==> config.mk <==
export PLATFORM = sky130hd
export DESIGN_NAME = cmos_sccb_init
export DESIGN_NICKNAME = d
export VERILOG_FILES = /design/src/rtl/cmos_sccb_init.sv
export SDC_FILE = /design/constraint.sdc
export NUM_CORES = 1
export LEC_CHECK = 0
export CORE_MARGIN = 2
export CORE_UTILIZATION = 52
export DETAILED_ROUTE_END_ITERATION = 10
export PLACE_DENSITY = 0.73
export SKIP_LAST_GASP = 1
export SLEW_MARGIN = 20
export SYNTH_ARGS = -nofsm -noshare
export SYNTH_HDL_FRONTEND = slang
export SYNTH_SLANG_ARGS = --single-unit
export TNS_END_PERCENT = 100
==> constraint.sdc <==
create_clock -name CLK_IN -period 2.8 [get_ports CLK_IN]
set_input_delay 0.28 -clock CLK_IN [delete_from_list [all_inputs] [get_ports CLK_IN]]
set_output_delay 0.28 -clock CLK_IN [all_outputs]
set_load 0.005 [all_outputs]
==> src/rtl/cmos_sccb_init.sv <==
// rtl/cmos_sccb_init.sv - CMOS sensor power-up sequencer and write-only SCCB table master
// Holds the sensor in reset, lets it settle, then writes each {reg,val} table entry over SIO_C/SIO_D.
module cmos_sccb_init #(
  parameter int          CLK_HZ     = 50_000_000,
  parameter int          SCCB_HZ    = 100_000,
  parameter logic [7:0]  DEV_ADDR   = 8'h42,
  parameter int          NUM_REGS   = 64,
  parameter int          RST_CYC    = 50_000,
  parameter int          SETTLE_CYC = 50_000,
  localparam int         IW         = $clog2(NUM_REGS)
) (
  input  logic          CLK_IN,
  input  logic          nRST,
  input  logic          start,
  output logic [IW-1:0] tbl_idx,
  input  logic [15:0]   tbl_data,
  output logic          CMOS_SIO_C,
  output logic          CMOS_SIO_D,
  output logic          CMOS_RESET,
  output logic          CMOS_PWDN,
  output logic          cfg_busy,
  output logic          cfg_done
);

  localparam int TICK_DIV = CLK_HZ / (4 * SCCB_HZ);
  localparam int TW       = (TICK_DIV > 1) ? $clog2(TICK_DIV) : 1;
  localparam int DLY_MAX  = (RST_CYC > SETTLE_CYC) ? RST_CYC : SETTLE_CYC;
  localparam int DW       = (DLY_MAX > 1) ? $clog2(DLY_MAX) : 1;

  typedef enum logic [2:0] {
    S_RST_HOLD, S_SETTLE, S_LOAD, S_START, S_BITS, S_STOP, S_GAP, S_DONE
  } state_t;

  state_t          r_state, w_state_nxt;
  logic [TW-1:0]   r_tick_cnt, w_tick_nxt;
  logic [1:0]      r_q, w_q_nxt;
  logic [4:0]      r_bit, w_bit_nxt;
  logic [DW-1:0]   r_dly, w_dly_nxt;
  logic [IW-1:0]   r_idx, w_idx_nxt;
  logic [26:0]     r_frame, w_frame_nxt;
  logic            r_sio_c, r_sio_d, r_cmos_reset, r_busy, r_done;
  logic            w_sio_c_nxt, w_sio_d_nxt;
  logic            w_tick, w_slot_end, w_bit_val;

  assign w_tick     = (r_tick_cnt == TW'(TICK_DIV - 1));
  assign w_slot_end = w_tick && (r_q == 2'd3);

  // Outputs are registered from next-state values so the bus pins come straight from flops.
  always_ff @(posedge CLK_IN or negedge nRST) begin
    if (!nRST) begin
      r_state      <= S_RST_HOLD;
      r_tick_cnt   <= '0;
      r_q          <= '0;
      r_bit        <= '0;
      r_dly        <= '0;
      r_idx        <= '0;
      r_frame      <= '0;
      r_sio_c      <= 1'b1;
      r_sio_d      <= 1'b1;
      r_cmos_reset <= 1'b0;
      r_busy       <= 1'b1;
      r_done       <= 1'b0;
    end else begin
      r_state      <= w_state_nxt;
      r_tick_cnt   <= w_tick_nxt;
      r_q          <= w_q_nxt;
      r_bit        <= w_bit_nxt;
      r_dly        <= w_dly_nxt;
      r_idx        <= w_idx_nxt;
      r_frame      <= w_frame_nxt;
      r_sio_c      <= w_sio_c_nxt;
      r_sio_d      <= w_sio_d_nxt;
      r_cmos_reset <= (w_state_nxt != S_RST_HOLD);
      r_busy       <= (w_state_nxt != S_DONE);
      r_done       <= (w_state_nxt == S_DONE);
    end
  end

  // LOAD shares the tick counter so that it counts as the first cycle of the START slot.
  always_comb begin
    w_state_nxt = r_state;
    w_tick_nxt  = '0;
    w_q_nxt     = r_q;
    w_bit_nxt   = r_bit;
    w_dly_nxt   = r_dly;
    w_idx_nxt   = r_idx;
    w_frame_nxt = r_frame;
    if (r_state inside {S_LOAD, S_START, S_BITS, S_STOP, S_GAP})
      w_tick_nxt = w_tick ? '0 : r_tick_cnt + 1'b1;
    if ((r_state inside {S_START, S_BITS, S_STOP, S_GAP}) && w_tick)
      w_q_nxt = r_q + 2'd1;
    case (r_state)
      S_RST_HOLD: begin
        if (r_dly == DW'(RST_CYC - 1)) begin
          w_state_nxt = S_SETTLE;
          w_dly_nxt   = '0;
        end else begin
          w_dly_nxt = r_dly + 1'b1;
        end
      end
      S_SETTLE: begin
        if (r_dly == DW'(SETTLE_CYC - 1)) begin
          w_state_nxt = S_LOAD;
          w_dly_nxt   = '0;
        end else begin
          w_dly_nxt = r_dly + 1'b1;
        end
      end
      S_LOAD: begin
        if (tbl_data == 16'hFFFF) begin
          w_state_nxt = S_DONE;
        end else begin
          w_state_nxt = S_START;
          w_q_nxt     = 2'd0;
          w_frame_nxt = {DEV_ADDR, 1'b1, tbl_data[15:8], 1'b1, tbl_data[7:0], 1'b1};
        end
      end
      S_START: begin
        if (w_slot_end) begin
          w_state_nxt = S_BITS;
          w_bit_nxt   = 5'd0;
        end
      end
      S_BITS: begin
        if (w_slot_end) begin
          if (r_bit == 5'd26) w_state_nxt = S_STOP;
          else                w_bit_nxt   = r_bit + 5'd1;
        end
      end
      S_STOP: begin
        if (w_slot_end) w_state_nxt = S_GAP;
      end
      S_GAP: begin
        if (w_slot_end) begin
          if (r_idx == IW'(NUM_REGS - 1)) begin
            w_state_nxt = S_DONE;
          end else begin
            w_idx_nxt   = r_idx + 1'b1;
            w_state_nxt = S_LOAD;
          end
        end
      end
      S_DONE: begin
        if (start) begin
          w_idx_nxt   = '0;
          w_state_nxt = S_LOAD;
        end
      end
      default: w_state_nxt = S_RST_HOLD;
    endcase
  end

  assign w_bit_val = r_frame[5'd26 - w_bit_nxt];

  always_comb begin
    w_sio_c_nxt = 1'b1;
    w_sio_d_nxt = 1'b1;
    case (w_state_nxt)
      S_START: w_sio_d_nxt = ~w_q_nxt[1];
      S_BITS: begin
        w_sio_c_nxt = w_q_nxt[1];
        w_sio_d_nxt = w_bit_val;
      end
      S_STOP: begin
        w_sio_c_nxt = w_q_nxt[1];
        w_sio_d_nxt = (w_q_nxt == 2'd3);
      end
      default: begin
        w_sio_c_nxt = 1'b1;
        w_sio_d_nxt = 1'b1;
      end
    endcase
  end

  assign tbl_idx    = r_idx;
  assign CMOS_SIO_C = r_sio_c;
  assign CMOS_SIO_D = r_sio_d;
  assign CMOS_RESET = r_cmos_reset;
  assign CMOS_PWDN  = 1'b0;
  assign cfg_busy   = r_busy;
  assign cfg_done   = r_done;

endmodule

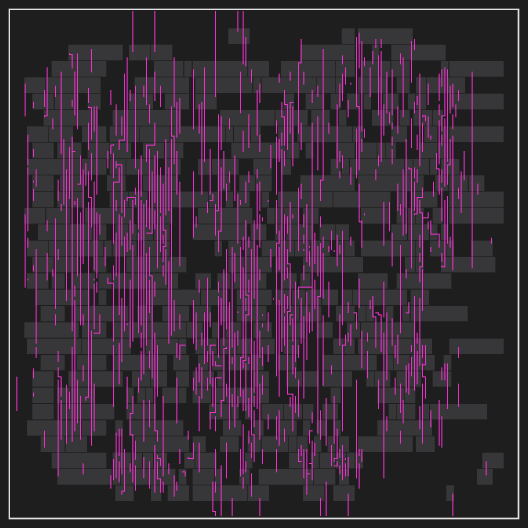
**Above:** signal wires on met2.
Scale: 6 px per um.
nets with wire on the layer: 353
share of all routed wire: 49%
main direction: vertical
Vias: 2647
met2 Use GR: 0.3393
Routed WL: 7.111 mm

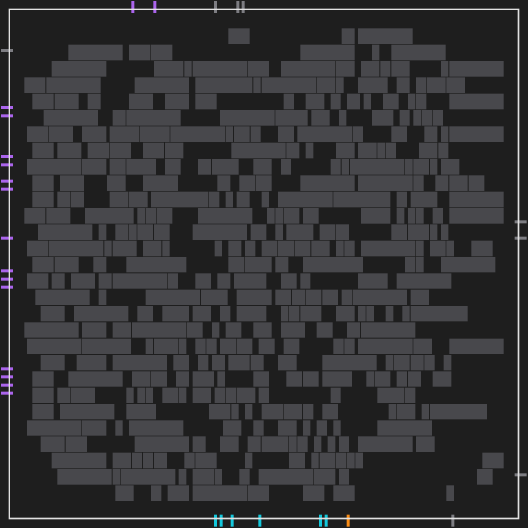
**Above:** pin placement.
Scale: 6 px per um. Pins as bars across the die edge, other pins in grey.
legend:
  tbl_data:
    colour: purple
    pins: 16
    direction: input
    edge: 14 left, 2 top
  start:
    colour: orange
    pins: 1
    direction: input
    edge: bottom
  tbl_idx:
    colour: cyan
    pins: 6
    direction: output
    edge: bottom
Die X: 84.62 um
# port buffers: 29
die y size: 84.62 um

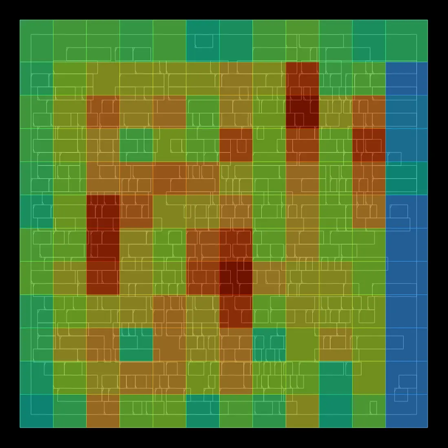
**Above:** congestion heat map.
grt peak-use layer: met2
met1 GRT Util: 0.2639
M3 GR Usage: 0.06096

==> results.json <==
{
  "setup_viol": 0,
  "worst_pin_slew_ns": 0.5901,
  "setup_tns_ns": 0,
  "nClkBuffers": 13,
  "crit_type": "reg2reg",
  "cp-startpoint": "r_tick_cnt[0]$_DFF_PN0_",
  "synthArstFlopShare": 1.000,
  "met1_length_mm": 3.208,
  "cts.htree.levels": 3,
  "path_buffers": 1,
  "crit_path_top_delay_cell": "mux2_2",
  "sequentialPowerShare": 0.556,
  "ys_sh_mux": 0.08812,
  "tap_cells": 77,
  "holdWs_ns": 0.4919,
  "outcome": "finished, final reports clean",
  "insertion_delay_ns": 0.34,
  "nonClkBufAreaFrac": 0.1214,
  "placed_area_um2": 3849,
  "core_util_floorplan": 0.5353,
  "grt_pass1_wl_mm": 11.81,
  "final_core_util": 0.6530,
  "ys_sh_simple": 0.2092,
  "largest_reg_flops": 17
}
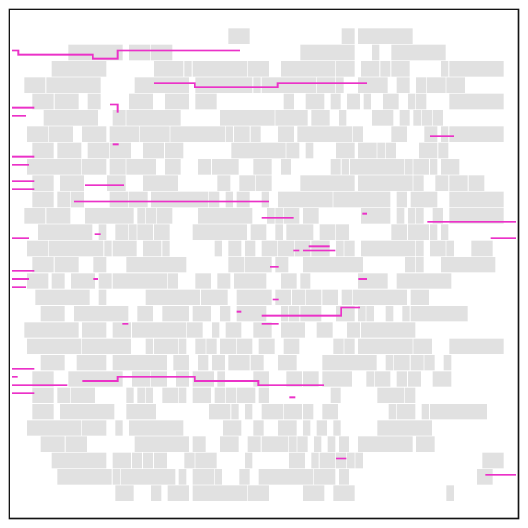
**Above:** the metal 3 layer.
Scale: 6 px per um.
nets with wire on the layer: 30
share of all routed wire: 3.9%
longest straight run: 32.2 um
wire length on this layer: 274 um

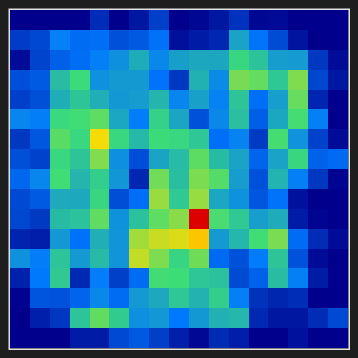
**Above:** routed metal per tile.
Scale: 4 px per um. 17 x 17 tiles, from dark blue (low) to red (high), scaled to the fullest tile. Values are wire area over tile area, all layers added.
mean over tiles: 0.16
fullest tile: 0.58
densest ninth of the die: centre
Avg WL per Cell: 15.26 um
Total GRT Usage: 0.2098

